==> config.mk <==
export PLATFORM = sky130hd
export DESIGN_NAME = ship_life_ctrl
export DESIGN_NICKNAME = d
export VERILOG_FILES = /design/src/rtl/ship_life_ctrl.sv
export SDC_FILE = /design/constraint.sdc
export NUM_CORES = 1
export LEC_CHECK = 0
export ABC_CLOCK_PERIOD_IN_PS = 3480
export CAP_MARGIN = 20
export CELL_PAD_IN_SITES_DETAIL_PLACEMENT = 1
export CELL_PAD_IN_SITES_GLOBAL_PLACEMENT = 2
export CORE_AREA = 2 2 70 72
export DETAILED_ROUTE_END_ITERATION = 6
export DIE_AREA = 0 0 72 74
export PLACE_DENSITY = 0.8
export RECOVER_POWER = 50
export SYNTH_ARGS = -nofsm -noshare
export SYNTH_HDL_FRONTEND = slang
export SYNTH_SLANG_ARGS = --single-unit
==> constraint.sdc <==
create_clock -name clk -period 3.48 [get_ports clk]
set_input_delay 0.87 -clock clk [delete_from_list [all_inputs] [get_ports clk]]
set_output_delay 0.87 -clock clk [all_outputs]
set_load 0.05 [all_outputs]
### Close-up of the layout

Scale bar: 10 um. Region (21, 22) to (51, 52) um. Cells in gray, sequential cells in the stronger gray; small squares are vias.
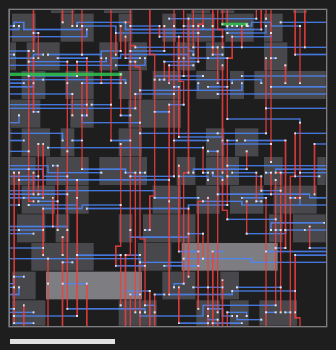
Key: green = M3; blue = M1; red = M2
58 logic cells have their middle in the window. Sequential cells in the window: 2.

### Signal wires by layer

Only two layers are drawn.
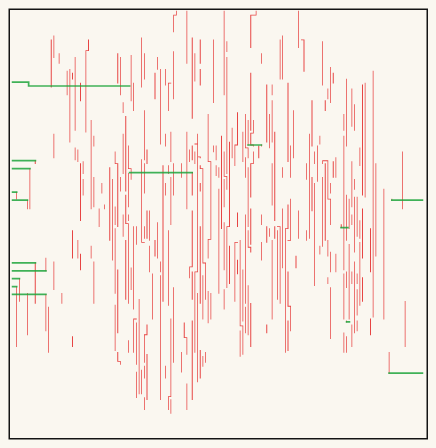
Key: green = M3 [wire length 73.8 um]; red = M2 [wire length 1,940 um]
via count of the routed design: 1,357
Global Route Usage Sum: 16.1%

### Clock wiring as the flow saved it

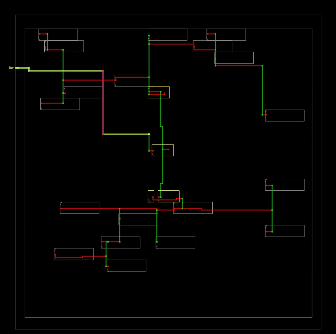
Clock Skew: 0.00169 ns
TritonCTS buffer count: 3

### Nets reached from selected ports

Scale bar: 20 um.
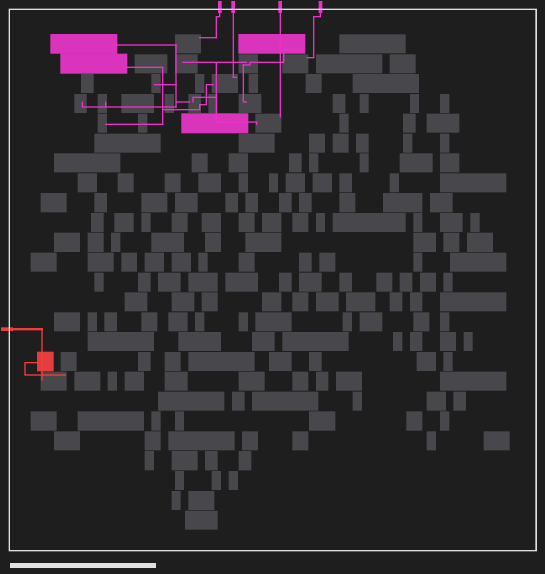
Key: red = `fire_btn` [bits 1, direction input, end cells 1, buffers 1, wire 19.9 um]; magenta = `lives` [bits 4, direction output, end cells 4, buffers 4, wire 148 um]
number of buffer cells added on primary ports: 16
# IOs: 17

==> notes.md <==
Purpose: to document the outcome of synthesis and place and route.

Run status
The run finished with clean final reports.

Critical path
The worst-case reg-to-reg path depth is 5. The classification of the worst setup path is input pin to primary output. The worst-path cell with the longest stage delay is clkdlybuf4s50_1.

Per STA, the worst path accumulates the most delay in the family buffers and inverters. The data required time at the worst endpoint is 2.61 ns. Together, buffers and inverters on the worst path number 2.

Yosys
After synthesis, the mean cell area works out to around 8.4 um2. For reference, the top cells by count after synthesis are nand2_1, dfrtp_1, nor2_1. The flip-flop cell with the highest count after synthesis is dfrtp_1.

The chip area line in the Yosys stat output reads 1540 um2. The dominant kind of combinational cell is simple AND/OR/NAND/NOR gates. Counting every net in the synthesized netlist gives 195. The portion of netlist area occupied by mux cells is between 3 and 4%. Yosys attributes the largest share of cell area to dfrtp_1, nand2_1, nor2_1.

Final layout
Counting only logic cells after layout, the most numerous master is nand2_1. The register share of the cell area is 26.8%. The fraction of area in clock buffers and inverters is under 10%.

Per the run report, area growth between synthesis and finish was 15.3%. The sequential cell area is 475 um2. The number of antenna diodes in the final layout is 0. The register with the most flip-flops in the layout has 7 of them. The relative area of non-clock buffer cells in the final design is ~11%.

Final timing
The transition time at the pin with the least slew margin is roughly 0.93 ns. The worst setup margin is 0.367 ns. Setup total negative slack on the finished layout was measured at 0 ns. The count of pins over their slew limit is 0.

Clocking
Post-CTS timing repair inserted 0 buffers for setup. The sink count of the clock tree is 19.

Pwr
The design draws 0.00119 W. The share of power burned in the clock network is 13.4%. Total power normalized to cell area comes to approximately 670 nW/um2. The switching power of the nets is roughly 0.00056 W. The top power group is combinational logic.

The power in combinational cells is 0.000622 W. The switching share of total power is 46.9%.

Placement
The final RePlAce weighted congestion is 0.845. The estimated wirelength of the detail-placed design is slightly above 3000 um. The area of placed instances is between 1500 and 2000 um2.

Drt
The highest layer used for signal routing is met4. The via density per instance is 5.41.

Floorplanning
The number of well taps is 54.
Power figures rest on the tool's default switching activity, not on a simulated workload.
